$ cat config.mk
export PLATFORM = sky130hd
export DESIGN_NAME = tinysnn_scheduler_flat
export DESIGN_NICKNAME = d
export VERILOG_FILES = /design/src/rtl/tinysnn_pkg.sv /design/src/rtl/tinysnn_if.sv /design/src/rtl/tinysnn_sat_add.sv /design/src/rtl/tinysnn_scheduler.sv /design/src/flat_wrapper.sv
export SDC_FILE = /design/constraint.sdc
export NUM_CORES = 1
export LEC_CHECK = 0
export CAP_MARGIN = 20
export CORE_MARGIN = 8
export CORE_UTILIZATION = 66
export DETAILED_ROUTE_END_ITERATION = 6
export PLACE_DENSITY = 0.84
export SLEW_MARGIN = 10
export SYNTH_ARGS = -nofsm -noshare
export SYNTH_HDL_FRONTEND = slang
export SYNTH_SLANG_ARGS = --single-unit
$ cat constraint.sdc
create_clock -name clk -period 8.17 [get_ports clk]
set_clock_uncertainty 0.15 [all_clocks]
set_input_delay 0.817 -clock clk [delete_from_list [all_inputs] [get_ports clk]]
set_output_delay 0.817 -clock clk [all_outputs]
set_load 0.05 [all_outputs]
$ cat src/rtl/tinysnn_pkg.sv
// Shared definitions for the tinysnn scheduler slice.
//   - default parameter values for the neuron array
//   - membrane saturation limits for the default potential width
//   - FSM state encoding
package tinysnn_pkg;

    localparam int N_NEURON_DEF = 4;
    localparam int N_INPUT_DEF  = 8;
    localparam int W_WIDTH_DEF  = 4;
    localparam int V_WIDTH_DEF  = 8;

    localparam int CFG_ADDR_W   = 5;   // {neuron[1:0], input[2:0]}
    localparam int LEAK_W       = 4;

    localparam int V_MAX_DEF    = 127;
    localparam int V_MIN_DEF    = -128;

    typedef enum logic [2:0] {
        ST_IDLE  = 3'd0,
        ST_LEAK  = 3'd1,
        ST_ACCUM = 3'd2,
        ST_FIRE  = 3'd3,
        ST_DONE  = 3'd4
    } state_e;

endpackage

$ cat src/rtl/tinysnn_if.sv
// Host-side bundle of the tinysnn scheduler: timestep request, spike inputs,
// weight configuration, neuron parameters and timestep results.
//   master : host (drives tick/spike_in/cfg_*/threshold/leak)
//   slave  : scheduler (drives spike_out/busy/done/overrun)
interface tinysnn_if
    import tinysnn_pkg::*;
#(
    parameter int N_NEURON = N_NEURON_DEF,
    parameter int N_INPUT  = N_INPUT_DEF,
    parameter int W_WIDTH  = W_WIDTH_DEF,
    parameter int V_WIDTH  = V_WIDTH_DEF
);

    logic                       tick;
    logic [N_INPUT-1:0]         spike_in;
    logic                       cfg_we;
    logic [CFG_ADDR_W-1:0]      cfg_addr;
    logic [W_WIDTH-1:0]         cfg_wdata;
    logic signed [V_WIDTH-1:0]  threshold;
    logic [LEAK_W-1:0]          leak;
    logic [N_NEURON-1:0]        spike_out;
    logic                       busy;
    logic                       done;
    logic                       overrun;

    modport master (
        output tick, spike_in, cfg_we, cfg_addr, cfg_wdata, threshold, leak,
        input  spike_out, busy, done, overrun
    );

    modport slave (
        input  tick, spike_in, cfg_we, cfg_addr, cfg_wdata, threshold, leak,
        output spike_out, busy, done, overrun
    );

endinterface

$ cat src/rtl/tinysnn_sat_add.sv
// Signed saturating adder shared by the leak and accumulate steps.
//   a, b : V_WIDTH-bit signed operands
//   y    : a + b clipped to [SAT_MIN, SAT_MAX]
module tinysnn_sat_add
    import tinysnn_pkg::*;
#(
    parameter int V_WIDTH = V_WIDTH_DEF,
    parameter int SAT_MAX = V_MAX_DEF,
    parameter int SAT_MIN = V_MIN_DEF
) (
    input  logic signed [V_WIDTH-1:0] a,
    input  logic signed [V_WIDTH-1:0] b,
    output logic signed [V_WIDTH-1:0] y
);

    // One guard bit is enough: the sum of two in-range operands cannot
    // exceed twice the range.
    logic signed [V_WIDTH:0] sum;

    assign sum = {a[V_WIDTH-1], a} + {b[V_WIDTH-1], b};

    always_comb begin
        if (sum > SAT_MAX) begin
            y = V_WIDTH'(SAT_MAX);
        end else if (sum < SAT_MIN) begin
            y = V_WIDTH'(SAT_MIN);
        end else begin
            y = sum[V_WIDTH-1:0];
        end
    end

endmodule

$ cat src/rtl/tinysnn_scheduler.sv
// Time-multiplexed leaky integrate-and-fire scheduler. One tick runs a full
// timestep: every neuron in turn is leaked, integrates its weighted input
// spikes one input per cycle, and is compared against the threshold.
//   clk, rst_n : clock, async active-low reset
//   ena        : global enable, low freezes everything
//   bus        : tinysnn_if slave (tick/spike_in/cfg/threshold/leak in,
//                spike_out/busy/done/overrun out)
//
// state | meaning
// IDLE  | waiting for tick; weight writes accepted
// LEAK  | acc = sat(V[n] - leak)
// ACCUM | acc = sat(acc + W[n][i]) for latched spike[i], one input per cycle
// FIRE  | threshold compare, update V[n] and fire[n], next neuron or DONE
// DONE  | spike_out valid, done pulse
module tinysnn_scheduler
    import tinysnn_pkg::*;
#(
    parameter int N_NEURON = N_NEURON_DEF,
    parameter int N_INPUT  = N_INPUT_DEF,
    parameter int W_WIDTH  = W_WIDTH_DEF,
    parameter int V_WIDTH  = V_WIDTH_DEF
) (
    input logic      clk,
    input logic      rst_n,
    input logic      ena,
    tinysnn_if.slave bus
);

    localparam logic [2:0] IDLE  = ST_IDLE;
    localparam logic [2:0] LEAK  = ST_LEAK;
    localparam logic [2:0] ACCUM = ST_ACCUM;
    localparam logic [2:0] FIRE  = ST_FIRE;
    localparam logic [2:0] DONE  = ST_DONE;

    localparam int NW = (N_NEURON > 1) ? $clog2(N_NEURON) : 1;
    localparam int IW = (N_INPUT > 1) ? $clog2(N_INPUT) : 1;
    localparam logic [NW-1:0] N_LAST = NW'(N_NEURON - 1);
    localparam logic [IW-1:0] I_LAST = IW'(N_INPUT - 1);
    localparam int V_MAX = 2 ** (V_WIDTH - 1) - 1;
    localparam int V_MIN = -(2 ** (V_WIDTH - 1));

    logic [2:0]                state;
    logic [NW-1:0]             n;
    logic [IW-1:0]             i;
    logic signed [V_WIDTH-1:0] acc;
    logic signed [V_WIDTH-1:0] v_mem [N_NEURON];
    logic signed [W_WIDTH-1:0] w_mem [N_NEURON][N_INPUT];
    logic [N_INPUT-1:0]        spike_lat;
    logic [N_NEURON-1:0]       fire;
    logic [N_NEURON-1:0]       fire_nxt;
    logic [N_NEURON-1:0]       spike_out_q;
    logic                      overrun_q;

    logic signed [V_WIDTH-1:0] sat_a;
    logic signed [V_WIDTH-1:0] sat_b;
    logic signed [V_WIDTH-1:0] sat_y;
    logic signed [V_WIDTH-1:0] leak_ext;
    logic signed [V_WIDTH-1:0] w_ext;
    logic signed [W_WIDTH-1:0] w_cur;
    logic                      fires;

    assign w_cur    = w_mem[n][i];
    assign w_ext    = {{(V_WIDTH-W_WIDTH){w_cur[W_WIDTH-1]}}, w_cur};
    assign leak_ext = {{(V_WIDTH-LEAK_W){1'b0}}, bus.leak};
    assign fires    = (acc >= bus.threshold);

    // LEAK and ACCUM share one adder; outside those states the operands
    // are irrelevant, so acc + 0 is presented.
    always_comb begin
        sat_a = acc;
        sat_b = '0;
        if (state == LEAK) begin
            sat_a = v_mem[n];
            sat_b = -leak_ext;
        end else if (state == ACCUM && spike_lat[i]) begin
            sat_b = w_ext;
        end
    end

    always_comb begin
        fire_nxt    = fire;
        fire_nxt[n] = fires;
    end

    tinysnn_sat_add #(
        .V_WIDTH (V_WIDTH),
        .SAT_MAX (V_MAX),
        .SAT_MIN (V_MIN)
    ) u_sat_add (
        .a (sat_a),
        .b (sat_b),
        .y (sat_y)
    );

    always_ff @(posedge clk or negedge rst_n) begin
        if (!rst_n) begin
            state       <= IDLE;
            n           <= '0;
            i           <= '0;
            acc         <= '0;
            spike_lat   <= '0;
            fire        <= '0;
            spike_out_q <= '0;
            overrun_q   <= 1'b0;
            for (int k = 0; k < N_NEURON; k++) begin
                v_mem[k] <= '0;
            end
        end else if (ena) begin
            // DONE counts as busy, so a tick there is also an overrun.
            if (bus.tick && state != IDLE) begin
                overrun_q <= 1'b1;
            end
            case (state)
                IDLE: begin
                    if (bus.tick) begin
                        spike_lat <= bus.spike_in;
                        n         <= '0;
                        state     <= LEAK;
                    end
                end
                LEAK: begin
                    acc   <= sat_y;
                    i     <= '0;
                    state <= ACCUM;
                end
                ACCUM: begin
                    acc <= sat_y;
                    if (i == I_LAST) begin
                        state <= FIRE;
                    end else begin
                        i <= i + 1'b1;
                    end
                end
                FIRE: begin
                    fire     <= fire_nxt;
                    v_mem[n] <= fires ? '0 : acc;
                    if (n == N_LAST) begin
                        // Loaded on entry to DONE so spike_out is valid
                        // in the same cycle as the done pulse.
                        spike_out_q <= fire_nxt;
                        state       <= DONE;
                    end else begin
                        n     <= n + 1'b1;
                        state <= LEAK;
                    end
                end
                DONE: begin
                    state <= IDLE;
                end
                default: begin
                    state <= IDLE;
                end
            endcase
        end
    end

    // Weight file. Writes land only in IDLE, which also lets a write
    // issued alongside a tick be used by that same timestep.
    always_ff @(posedge clk or negedge rst_n) begin
        if (!rst_n) begin
            for (int a = 0; a < N_NEURON; a++) begin
                for (int b = 0; b < N_INPUT; b++) begin
                    w_mem[a][b] <= '0;
                end
            end
        end else if (ena && bus.cfg_we && state == IDLE) begin
            w_mem[bus.cfg_addr[4:3]][bus.cfg_addr[2:0]] <= bus.cfg_wdata;
        end
    end

    assign bus.spike_out = spike_out_q;
    assign bus.busy      = (state != IDLE);
    assign bus.done      = (state == DONE);
    assign bus.overrun   = overrun_q;

endmodule

$ cat src/flat_wrapper.sv
// flat-port wrapper written by rule: the top's interface ports become plain ports
module tinysnn_scheduler_flat import tinysnn_pkg::*;
#(
    parameter int N_NEURON = N_NEURON_DEF,
    parameter int N_INPUT  = N_INPUT_DEF,
    parameter int W_WIDTH  = W_WIDTH_DEF,
    parameter int V_WIDTH  = V_WIDTH_DEF
)
  (clk, rst_n, ena, bus_tick, bus_spike_in, bus_cfg_we, bus_cfg_addr, bus_cfg_wdata, bus_threshold, bus_leak, bus_spike_out, bus_busy, bus_done, bus_overrun);
  tinysnn_if #(.N_NEURON(N_NEURON), .N_INPUT(N_INPUT), .W_WIDTH(W_WIDTH), .V_WIDTH(V_WIDTH)) bus_i ();
  input logic clk;
  input logic rst_n;
  input logic ena;
  input wire logic [$bits(bus_i.tick)-1:0] bus_tick;
  input wire logic [$bits(bus_i.spike_in)-1:0] bus_spike_in;
  input wire logic [$bits(bus_i.cfg_we)-1:0] bus_cfg_we;
  input wire logic [$bits(bus_i.cfg_addr)-1:0] bus_cfg_addr;
  input wire logic [$bits(bus_i.cfg_wdata)-1:0] bus_cfg_wdata;
  input wire logic [$bits(bus_i.threshold)-1:0] bus_threshold;
  input wire logic [$bits(bus_i.leak)-1:0] bus_leak;
  output wire logic [$bits(bus_i.spike_out)-1:0] bus_spike_out;
  output wire logic [$bits(bus_i.busy)-1:0] bus_busy;
  output wire logic [$bits(bus_i.done)-1:0] bus_done;
  output wire logic [$bits(bus_i.overrun)-1:0] bus_overrun;
  assign bus_i.tick = bus_tick;
  assign bus_i.spike_in = bus_spike_in;
  assign bus_i.cfg_we = bus_cfg_we;
  assign bus_i.cfg_addr = bus_cfg_addr;
  assign bus_i.cfg_wdata = bus_cfg_wdata;
  assign bus_i.threshold = bus_threshold;
  assign bus_i.leak = bus_leak;
  assign bus_spike_out = bus_i.spike_out;
  assign bus_busy = bus_i.busy;
  assign bus_done = bus_i.done;
  assign bus_overrun = bus_i.overrun;
  tinysnn_scheduler #(.N_NEURON(N_NEURON), .N_INPUT(N_INPUT), .W_WIDTH(W_WIDTH), .V_WIDTH(V_WIDTH)) u_core (.clk(clk), .rst_n(rst_n), .ena(ena), .bus(bus_i));
endmodule
**Run 1: zoomed window**

Scale bar: 5 um. Window x 93 to 113, y 93 to 113 um. Cells in gray, sequential cells in the stronger gray; small squares are vias.
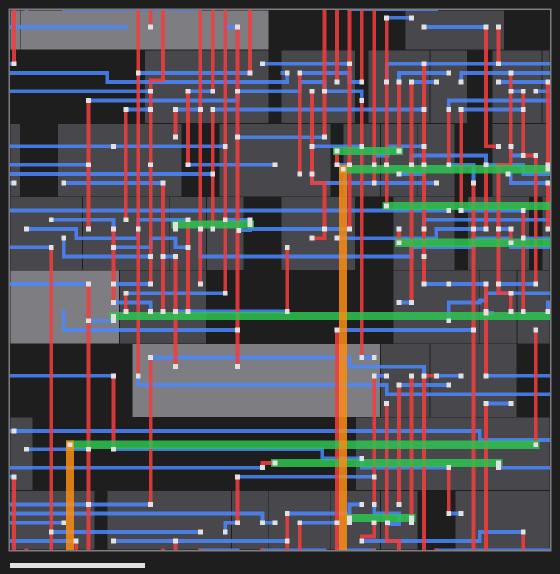
red -> metal 2
orange -> metal 4
green -> metal 3
blue -> metal 1
most frequent = nand2_1 (6), nor2_1 (4), ha_1 (4)
cells with their middle in the window = 34
sequential cells in the window = 2
netlist names of flops here include = u_core.i (2)

**Run 1: routing congestion**

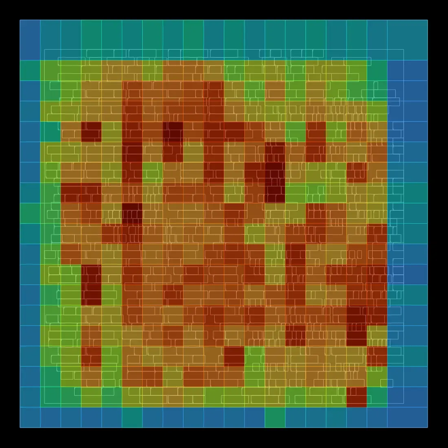
met3 Resource Use GR: 5.14%
fin util: 75.5%

**Run 1: met1 routing**

Scale bar: 50 um.
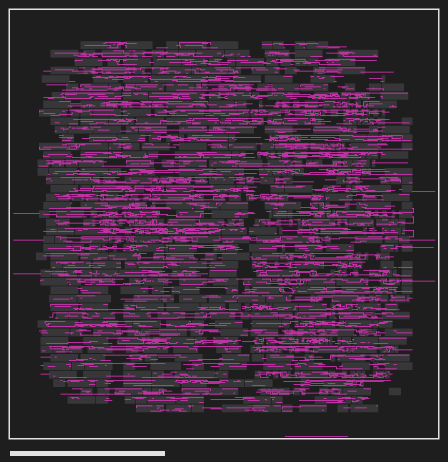
wire length on this layer = 9460 um
longest straight run = 30.8 um
nets with wire on the layer = 833
main direction = horizontal
Vias: 6742
met1 GRT Util: 33.2%

**Run 1: wiring heat map**

The die is cut into 28 by 28 equal tiles; white is low, dark blue is high, scaled to the fullest tile. Values are wire area over tile area, all layers added.
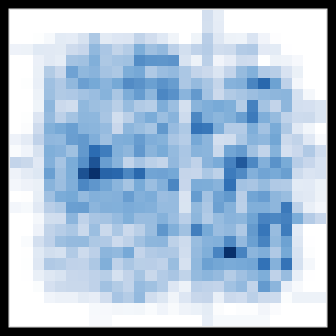
fullest tile = 0.73
densest ninth of the die = center
mean over tiles = 0.20
nearly empty tiles = 19%
GRT Total Usage: 26.8%
drt wl/cell: 23.5 um
final wirelength: 23900 um

==> flow_metrics.py, run 1 <==
# Generated from Yosys and OpenROAD reports
metrics = {
    "run_status": {
        "outcome": "finished, final reports clean",
    },
    "timing": {
        "fin_tns_setup_ns": 0,
        "setup_viol": 0,
        "finalCriticalPeriod_ns": 5.33,
        "setup_slack_ns": 2.84,
        "max_freq_mhz": 188,
    },
    "pwr": {
        "power_frac_comb_pct": 33.2,
        "comb_power_uw": 1130,
        "switching_share_pct": 35.5,
        "power.group.top": "registers",
        "switchingPower_uw": 1210,
        "p_per_area_mw_per_mm2": 310,
        "intPower_uw": 2200,
        "pwr-share-clk_pct": 26.8,
    },
    "yosys": {
        "ys_sh_aoi_pct": 6.82,
        "yosysChipArea_mm2": 0.00979,
        "syn-num-nets": 859,
        "ys_warn_count": 0,
        "yosys.area_share.adder_pct": 3.27,
        "synth-edff-count": 0,
        "mux_share_pct": 27.1,
        "ys_cells": 800,
        "synth.comb.largest_family": "multiplexers",
        "synth-xor-area-share_pct": 0.805,
    },
    "setup_path": {
        "critical_path_class": "flip-flop to flip-flop",
        "r2r-start": "u_core.n[0]",
        "crit_path_start_kind": "flip-flop",
        "reg2reg_slack_ns": 2.84,
        "reg2reg_to": "u_core.acc[1]",
        "cp.required_ns": 8.32,
        "reg2reg_depth": 14,
        "path_max_fanout": 26,
        "end_kind": "flip-flop",
        "worstPathCellList": "buf_4 -> mux4_2 -> nor2b_1 -> a211oi_1 -> a21oi_1 -> a22oi_1 -> o21ai_0 -> ha_1 -> a21o_1 -> a221oi_1 -> nand2b_1 -> a31oi_1 -> o21ai_0 -> o22ai_1",
        "path_buffers": 1,
        "crit_end": "u_core.acc[1]",
    },
    "cells_and_area": {
        "final_nets": 877,
        "fill_cells": 909,
        "regArea_mm2": 0.00481,
        "comb_share_pct": 42.8,
        "flops": 192,
        "inverters": 22,
        "final-clk-cell-share_pct": 5.93,
        "seq_share_pct": 43.8,
        "largest_class": "registers",
        "n_antenna_cell": 0,
    },
    "placement": {
        "port_buffers": 40,
    },
    "route": {
        "ant_nets": 0,
        "wl_met1_um": 9460,
        "wl_met2_um": 12200,
        "top_layer_used": "met4",
        "drt-initial-drc-count": 711,
        "drc": 0,
        "wl_met3_um": 1450,
        "dr.pass1.iters": 7,
    },
    "cts": {
        "cts_buffers": 17,
        "cts_setup_buffers": 0,
        "cts_num_sinks": 192,
        "root_buffer": "clkbuf_16",
    },
    "die": {
        "taps": 184,
    },
    "global_routing": {
        "antenna_found_initial": 0,
        "grt_pass1_wl_um": 38600,
    },
    "min_path": {
        "hold_class": "primary input to asynchronous set/reset pin",
    },
}
==> run 1: metal layers <==
| layer | vias to the layer above | global-route usage (%) |
|---|---|---|
| met3 | 58 | 5.14 |
| met1 | 3451 | 33.2 |
| met5 | - | 0 |
| li1 | 2941 | - |
| met2 | 292 | 45.5 |
| met4 | 0 | 11.0 |
==> run 1: stage by stage <==
step	cells	total power (uW)	cell area [um^2]
after floorplan	800	2170	9790
after global placement	980	2410	10300
after detailed placement	980	2470	10300
after CTS	1012	3400	10900
after global routing	1015	3580	11000
final	1015	3400	11000
==> run 1: layout by cell type, fill, tap and decap left out, drive strengths merged, types with 3 or more instances in the layout <==
cell type,instances
xor2,5
nand3,37
mux4,45
clkinv,6
bufinv,4
or3,9
buf,10
a41oi,3
nor3,13
a211oi,4
mux2i,6
a21o,6
clkbuf,17
and3,6
inv,27
ha,24
nor2,34
nor2b,7
a22oi,4
a21oi,18
dfrtp,192
a22o,3
nor3b,4
nand2,70
mux2,139
nand2b,6
a31oi,6
and2,3
xnor2,4
clkdlybuf4s50,39
o22ai,8
o21ai,58
==> run 1: sequential cells by signal, summed over array words and instances, names as in the netlist <==
name	cells
u_core.w_mem	128
u_core.acc	8
u_core.n	2
u_core.i	3
u_core.spike_lat	8
u_core.fire	3
u_core.bus.spike_out	4
u_core.bus.overrun	1
u_core.v_mem	32
u_core.state	3
==> run 1: synthesized netlist by cell type (all sizes together) (7+ instances only) <==
cell	count	area, um^2
buf	12	65.1
nor3	13	75.1
dfrtp	192	4800
a21oi	18	90.1
nor2b	7	43.8
o21ai	58	290
ha	24	300
nand3	37	185
mux4	45	1010
or3	9	71.3
clkbuf	38	143
nand2	70	270
mux2	139	1580
nor2	34	144
o22ai	8	50.1
inv	22	82.6
## Run 2: what changed since run 1
--- a/config.mk
+++ b/config.mk
@@ -7,9 +7,9 @@
 export LEC_CHECK = 0
 export CAP_MARGIN = 20
 export CORE_MARGIN = 8
-export CORE_UTILIZATION = 66
+export CORE_UTILIZATION = 55
 export DETAILED_ROUTE_END_ITERATION = 6
-export PLACE_DENSITY = 0.84
+export PLACE_DENSITY = 0.74
 export SLEW_MARGIN = 10
 export SYNTH_ARGS = -nofsm -noshare
 export SYNTH_HDL_FRONTEND = slang
==> constraint.sdc (replaced) <==
create_clock -name clk -period 4.4 [get_ports clk]
set_clock_uncertainty 0.15 [all_clocks]
set_input_delay 0.44 -clock clk [delete_from_list [all_inputs] [get_ports clk]]
set_output_delay 0.44 -clock clk [all_outputs]
set_load 0.05 [all_outputs]
**Run 2: wiring heat map**

The die is cut into 30 by 30 equal tiles; white is low, dark blue is high, scaled to the fullest tile. Values are wire area over tile area, all layers added.
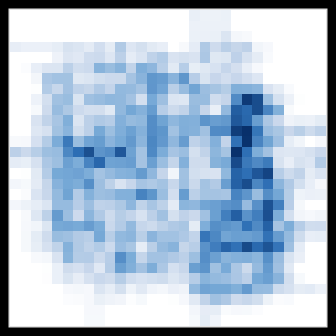
GRT Total Usage: 21.9%
drt wl/cell: 21.9 um
final wirelength: 23500 um

**Run 2: routing congestion**

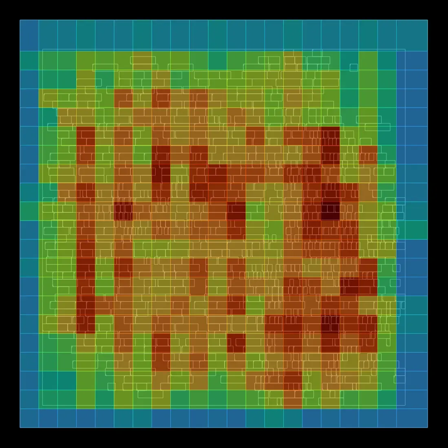
GRT met2 Usage: 36.7%
fin util: 65.0%
met3 Resource Use GR: 4.56%
met1 GRT Util: 27.8%
Top Usage Layer GRT: met2

**Run 2: signal wires by layer**

Scale bar: 50 um. Two of the layers only.
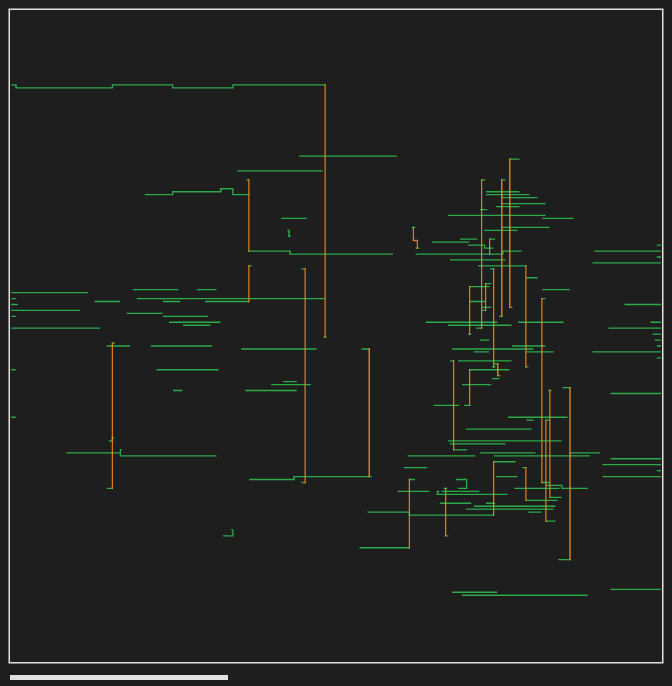
green -> metal 3  # wire length 1280 um
orange -> metal 4  # wire length 571 um
Vias: 6813

==> flow_metrics.py, run 2 <==
# Generated from Yosys and OpenROAD reports
metrics = {
    "setup_path": {
        "path_common_cell": "mux4_2",
        "r2r-start": "u_core.n[0]",
        "reg2reg_to": "u_core.acc[2]",
        "critical_path_class": "flip-flop to flip-flop",
        "worstPathCellList": "buf_12 -> mux4_2 -> mux4_2 -> a22oi_2 -> o21ai_0 -> ha_1 -> fa_1 -> a21o_1 -> a221oi_4 -> nand2b_1 -> a31oi_2 -> buf_4 -> a21oi_1 -> o22ai_1",
        "critPathTopFamily": "AND-OR/OR-AND gates",
        "critPathLaunch": "u_core.n[0]",
        "path_max_fanout": 8,
        "slowest_delay_ns": 0.51,
        "reg2reg_depth": 14,
        "crit_path_start_kind": "flip-flop",
        "cp.required_ns": 4.54,
        "reg2reg_slack_ns": 0.18,
        "crit_slowest_cell": "mux4_2",
        "crit_end": "u_core.acc[2]",
        "end_kind": "flip-flop",
        "crit_arrival_ns": 4.37,
        "cp.depth": 14,
        "path_buffers": 2,
    },
    "placement": {
        "dp_cells": 1031,
        "place_area_mm2": 0.0104,
        "hpwl_um": 16000,
        "port_buffers": 40,
        "post-place-ws_ns": -0.00348,
        "gp_congestion": 0.948,
    },
    "yosys": {
        "synth_area_mm2": 0.00979,
        "ys_warn_count": 0,
        "ys_async_sr_fraction_pct": 100,
        "synth-edff-count": 0,
        "ff_type": "dfrtp_1",
        "avgSynthCellArea_um2": 12.2,
        "yosysChipArea_mm2": 0.00979,
        "yosysTopAreaCell": "dfrtp_1",
        "mux_share_pct": 27.1,
        "synth_cell_types": 50,
        "ys_cells": 800,
        "most_common_cell": "dfrtp_1",
        "seq_area_frac_synth_pct": 49.1,
        "yosys.area_share.adder_pct": 3.27,
        "yosysTopAreaCellShare_pct": 49.1,
        "synth-xor-area-share_pct": 0.805,
        "syn-num-nets": 859,
        "netlist_instances": 800,
        "area_leaders": "dfrtp_1 49%, mux2_2 16%, mux4_2 10%",
        "top_cells_by_count": "192 x dfrtp_1, 135 x mux2_2, 69 x nand2_1",
        "simple_gate_share_pct": 9.97,
        "ys_sh_aoi_pct": 6.82,
        "ys_ff": 192,
        "synth.comb.largest_family": "multiplexers",
    },
    "timing": {
        "setup_viol": 0,
        "finalCritPeriodShare_pct": 96.0,
        "maxSlewHeadroom_pct": 23.9,
        "rsz0062_at_grt": "false",
        "worst_pin_slew_ns": 1.14,
        "finalCriticalPeriod_ns": 4.22,
        "setup_slack_ns": 0.176,
        "max_freq_mhz": 237,
        "maxSlewViolCount": 0,
        "hold_viol": 0,
    },
    "die": {
        "taps": 225,
        "fp_util_pct": 56.4,
        "die_h_um": 149,
        "num_rows": 48,
        "die_area_mm2": 0.0223,
        "chipWidth_um": 149,
        "ioPinCount": 41,
        "core_area_mm2": 0.0174,
    },
    "cts": {
        "cts_buffers": 17,
        "clk_latency_ns": 0.43,
        "cts_max_path_buffers": 2,
        "root_buffer": "clkbuf_16",
        "clk_pin_slew_ns": 0.07,
        "cts_num_sinks": 192,
        "h-tree-depth": 4,
        "cts_tree": "done",
    },
    "run_status": {
        "outcome": "finished, final reports clean",
    },
    "cells_and_area": {
        "layout_top_cells": "191 x dfrtp_1, 135 x mux2_2, 69 x nand2_1",
        "largestRegisters": "u_core.w_mem (128), u_core.v_mem (32)",
        "layout.nonclk_buf_share_pct": 6.33,
        "n_antenna_cell": 0,
        "final_area_mm2": 0.0113,
        "fill_cells": 1230,
        "layout.cells.most_common": "dfrtp_1",
        "flops": 192,
        "inverters": 22,
        "combGateArea_mm2": 0.00475,
        "regArea_mm2": 0.00481,
        "buffers": 66,
        "fin_cells": 1073,
        "area_growth_pct": 15.2,
        "largest_reg_flops": 128,
        "top_register": "u_core.w_mem",
        "comb_share_pct": 42.1,
        "largest_class": "registers",
        "num-clock-buffers": 19,
        "seq_share_pct": 42.6,
        "final_nets": 894,
        "layout-drive-gt1-share_pct": 30.7,
        "num-multi-input-gates": 536,
        "final-clk-cell-share_pct": 5.77,
    },
    "pwr": {
        "pwr-share-clk_pct": 25.8,
        "switchingPower_uw": 2280,
        "seqPwrFrac_pct": 37.1,
        "power.leakage_uw": 0.00507,
        "intPower_uw": 4260,
        "totalPowerFinal_uw": 6540,
        "ir_drop_v": 0.000389,
        "switching_share_pct": 34.9,
        "power_frac_comb_pct": 37.0,
        "p_per_area_mw_per_mm2": 580,
    },
    "global_routing": {
        "grt_pass1_wl_um": 38500,
        "grt_overflow": 0,
        "antenna_found_initial": 0,
        "grt_max_degree": 116,
        "grt_pass1_vias": 7256,
    },
    "route": {
        "drc": 0,
        "drt-initial-drc-count": 624,
        "dr.pass1.iters": 5,
        "ant_nets": 0,
        "avgViaCountPerCell": 6.35,
    },
    "flow_run": {
        "max-cap-violations": 0,
        "warnings": 30,
    },
    "min_path": {
        "hold_class": "primary input to asynchronous set/reset pin",
    },
}
-- run 2: cell counts after synthesis --
Identical to the previous run, type by type.
-- run 2: per-stage QoR --
step | setup TNS, ns | hold slack, ns
detailed placement | -0.00348 | 0.311
global route | 0 | 0.294
CTS | 0 | 0.0482
finish | 0 | 0.275
floorplan | 0 | -0.00559
global placement | 0 | 0.303
-- run 2: repair_timing --
| item | 4_1_cts | 5_1_grt |
|---|---|---|
| resized | 3 | 4 |
| hold buffers | 0 | 1 |
| hold endpoints to repair | 0 | 25 |
| cloned | 0 | 1 |
| buffers inserted | 0 | 4 |
| endpoints found under the setup margin | 5 | 6 |
| pin swaps | 0 | 1 |
-- run 2: how the worst min path moves through the flow --
stage                                  start            endpoint  slack (ns)
after global routing                   rst_n    u_core.v_mem[28]        0.29
after floorplan                        rst_n       u_core.acc[0]      -0.006
final                                  rst_n    u_core.v_mem[28]        0.27
after global placement    u_core.bus.overrun  u_core.bus.overrun        0.30
after detailed placement  u_core.bus.overrun  u_core.bus.overrun        0.31
after CTS                              rst_n    u_core.v_mem[28]        0.05
-- run 2: metal layers --
metal  global-route usage, %  routed length (um)  up-vias
li1                        -                   -     2984
met5                       0                   0        -
met2                    36.7               11900      256
met4                    7.72                 571        0
met1                    27.8                9690     3518
met3                    4.56                1280       55
-- run 2: power groups by stage --
stage	logic, uW	registers, uW	clock network (uW)
6_report	2420	2430	1690
5_1_grt	2630	2470	1790
4_1_cts	2300	2420	1710
3_5_place_dp	2250	2450	0
3_3_place_gp	2150	2410	0
2_1_floorplan	1710	2330	0
## Run 3: what changed since run 2
--- a/config.mk
+++ b/config.mk
@@ -6,7 +6,6 @@
 export NUM_CORES = 1
 export LEC_CHECK = 0
 export CAP_MARGIN = 20
-export CORE_MARGIN = 8
 export CORE_UTILIZATION = 55
 export DETAILED_ROUTE_END_ITERATION = 6
 export PLACE_DENSITY = 0.74
==> flow_metrics.py, run 3 <==
# Generated from Yosys and OpenROAD reports
metrics = {
    "pwr": {
        "power.leakage_uw": 0.00502,
        "power.group.top": "registers",
        "power_frac_comb_pct": 37.5,
        "p_clk_uw": 1530,
        "switchingPower_uw": 2300,
        "seqPwrFrac_pct": 38.4,
        "comb_power_uw": 2380,
        "ir_drop_v": 0.000331,
        "switching_share_pct": 36.2,
        "intPower_uw": 4050,
    },
    "global_routing": {
        "grt_pass1_vias": 7001,
        "antenna_found_initial": 0,
        "grt_max_degree": 88,
        "grt_pass1_wl_um": 37900,
        "grt_overflow": 0,
    },
    "cells_and_area": {
        "largestRegisters": "u_core.w_mem (128), u_core.v_mem (32)",
        "regArea_mm2": 0.00481,
        "layout.cells.most_common": "dfrtp_1",
        "final_area_mm2": 0.0111,
        "num-multi-input-gates": 536,
        "combGateArea_mm2": 0.00473,
        "fill_cells": 1258,
        "inverters": 22,
        "largest_reg_flops": 128,
        "num-clock-buffers": 19,
        "area_growth_pct": 13.8,
        "fin_cells": 1072,
        "flops": 192,
    },
    "cts": {
        "postCtsHoldBufs": 1,
        "cts_max_path_buffers": 2,
        "cts_num_sinks": 192,
        "clk_pin_slew_ns": 0.08,
        "clk_latency_ns": 0.44,
        "cts_setup_buffers": 0,
        "post_cts_resized": 3,
        "cts_buffers": 17,
        "cts_tree": "done",
    },
    "yosys": {
        "area_leaders": "dfrtp_1 49%, mux2_2 16%, mux4_2 10%",
        "synth_cell_types": 50,
        "yosysTopAreaCellShare_pct": 49.1,
        "ff_type": "dfrtp_1",
        "ys_ff": 192,
        "ys_warn_count": 0,
        "ys_sh_aoi_pct": 6.82,
        "seq_area_frac_synth_pct": 49.1,
        "synth_area_mm2": 0.00979,
        "ys_cells": 800,
        "mux_share_pct": 27.1,
        "yosys.area_share.adder_pct": 3.27,
        "most_common_cell": "dfrtp_1",
        "simple_gate_share_pct": 9.97,
        "avgSynthCellArea_um2": 12.2,
        "synth-edff-count": 0,
        "synth-xor-area-share_pct": 0.805,
    },
    "route": {
        "drc": 0,
        "avgViaCountPerCell": 6.32,
        "ant_nets": 0,
        "drt-initial-drc-count": 673,
    },
    "timing": {
        "hold_viol": 0,
        "max_freq_mhz": 238,
        "fin_tns_setup_ns": 0,
        "finalCriticalPeriod_ns": 4.21,
        "rsz0062_at_grt": "false",
        "setup_viol": 0,
        "finalCritPeriodShare_pct": 95.6,
        "worst_pin_slew_ns": 1.01,
    },
    "run_status": {
        "outcome": "finished, final reports clean",
    },
    "die": {
        "fp_util_pct": 56.4,
        "die_area_mm2": 0.0183,
        "core_area_mm2": 0.0174,
        "ioPinCount": 41,
    },
    "setup_path": {
        "crit_slowest_cell": "mux4_2",
        "end_kind": "flip-flop",
        "path_max_fanout": 7,
        "crit_path_start_kind": "flip-flop",
        "slowest_delay_ns": 0.51,
        "worstPathCellList": "buf_4 -> mux4_2 -> mux4_2 -> a22oi_1 -> o21ai_0 -> ha_1 -> fa_1 -> a21o_1 -> a221oi_2 -> nand2b_1 -> a31oi_2 -> buf_4 -> a21oi_1 -> o22ai_1",
        "reg2reg_to": "u_core.acc[1]",
        "reg2reg_slack_ns": 0.19,
        "crit_arrival_ns": 4.35,
    },
    "placement": {
        "gp_congestion": 0.893,
        "place_area_mm2": 0.0104,
        "hpwl_um": 15800,
        "dp_cells": 1031,
        "port_buffers": 40,
    },
    "min_path": {
        "whs_endpoint": "u_core.v_mem[15]",
    },
    "flow_run": {
        "max-cap-violations": 0,
        "warnings": 29,
    },
}
-- run 3: layer usage --
metal / vias to the layer above / share of wire (%) / global-route usage (%)
li1: 2981 / - / -
met1: 3502 / 42 / 37.1
met2: 255 / 50 / 44.9
met3: 39 / 5.1 / 4.86
met4: 0 / 2.2 / 8.74
met5: - / 0 / 0
-- run 3: logic make-up (layout without fill, tap and decap cells) --
| family | Yosys count | count (layout) |
|---|---|---|
| AOI/OAI and AO/OA | 115 | 115 |
| xor gates and xnor gates | 9 | 9 |
| adders and majority gates | 25 | 25 |
| buffers and inverters | 72 | 119 |
| DFF | 192 | 192 |
| muxes | 190 | 190 |
| and+or+nand+nor | 197 | 197 |
-- run 3: worst max-delay path by stage --
stage / startpoint / to / slack [ns] / cells after the start
2_1_floorplan: u_core.n[0] / u_core.acc[1] / 0.21 / 16
3_3_place_gp: u_core.n[0] / u_core.acc[1] / 0.15 / 13
3_5_place_dp: u_core.n[0] / u_core.acc[1] / -0.14 / 12
4_1_cts: u_core.n[0] / u_core.acc[1] / 0.07 / 14
5_1_grt: u_core.n[0] / u_core.acc[4] / 0.009 / 14
6_report: u_core.n[0] / u_core.acc[1] / 0.19 / 14
-- run 3: worst max-delay path, delay by kind of cell, from the launching register on --
kind,cells,cell delay [ns]
mux,2,1.00
buf+inv,2,0.36
flops,1,0.48
compound gates,7,1.23
fa+ha+maj,2,0.66
simple gates,1,0.18
-- run 3: metrics by stage --
stage	setup WS, ns	hold slack (ns)
after floorplan	0.211	-0.00559
after CTS	0.0675	0.334
final	0.192	0.332
after global routing	0.00935	0.353
after global placement	0.149	0.303
after detailed placement	-0.142	0.316
**Run 3: zoomed window**

Scale bar: 5 um. Window x 92 to 112, y 92 to 112 um. Cells in gray, sequential cells in the stronger gray; small squares are vias.
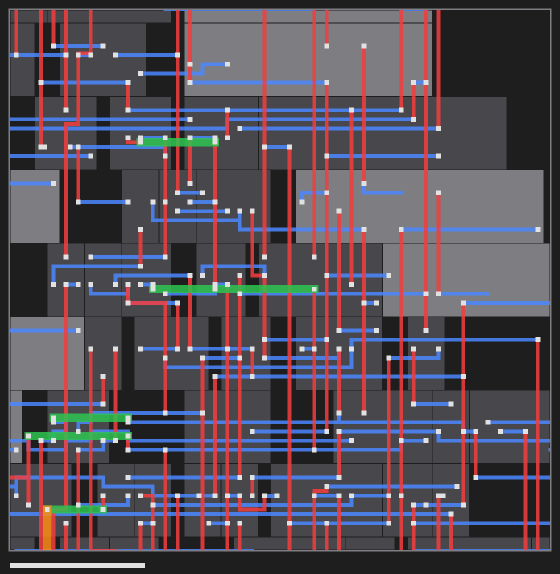

**Run 3: wiring heat map**

The die is cut into 27 by 27 equal tiles; white is low, dark blue is high, scaled to the fullest tile. Values are wire area over tile area, all layers added.
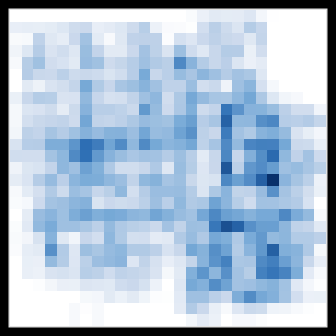
densest ninth of the die = east
nearly empty tiles = 14%
fullest tile = 0.74
Vias: 6777
GRT Total Usage: 27.3%
drt wl/cell: 21.5 um
final wirelength: 23100 um

**Run 3: routing congestion**

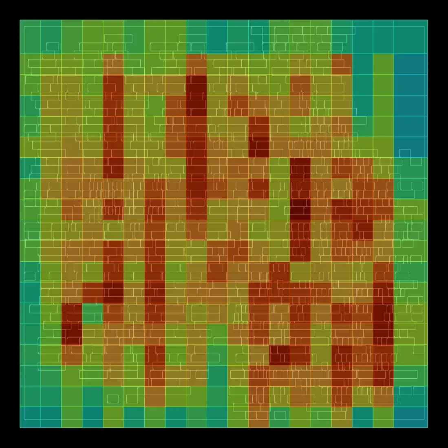
GRT met2 Usage: 44.9%
met3 Resource Use GR: 4.86%
fin util: 64.2%

Power figures rest on the tool's default switching activity, not on a simulated workload.
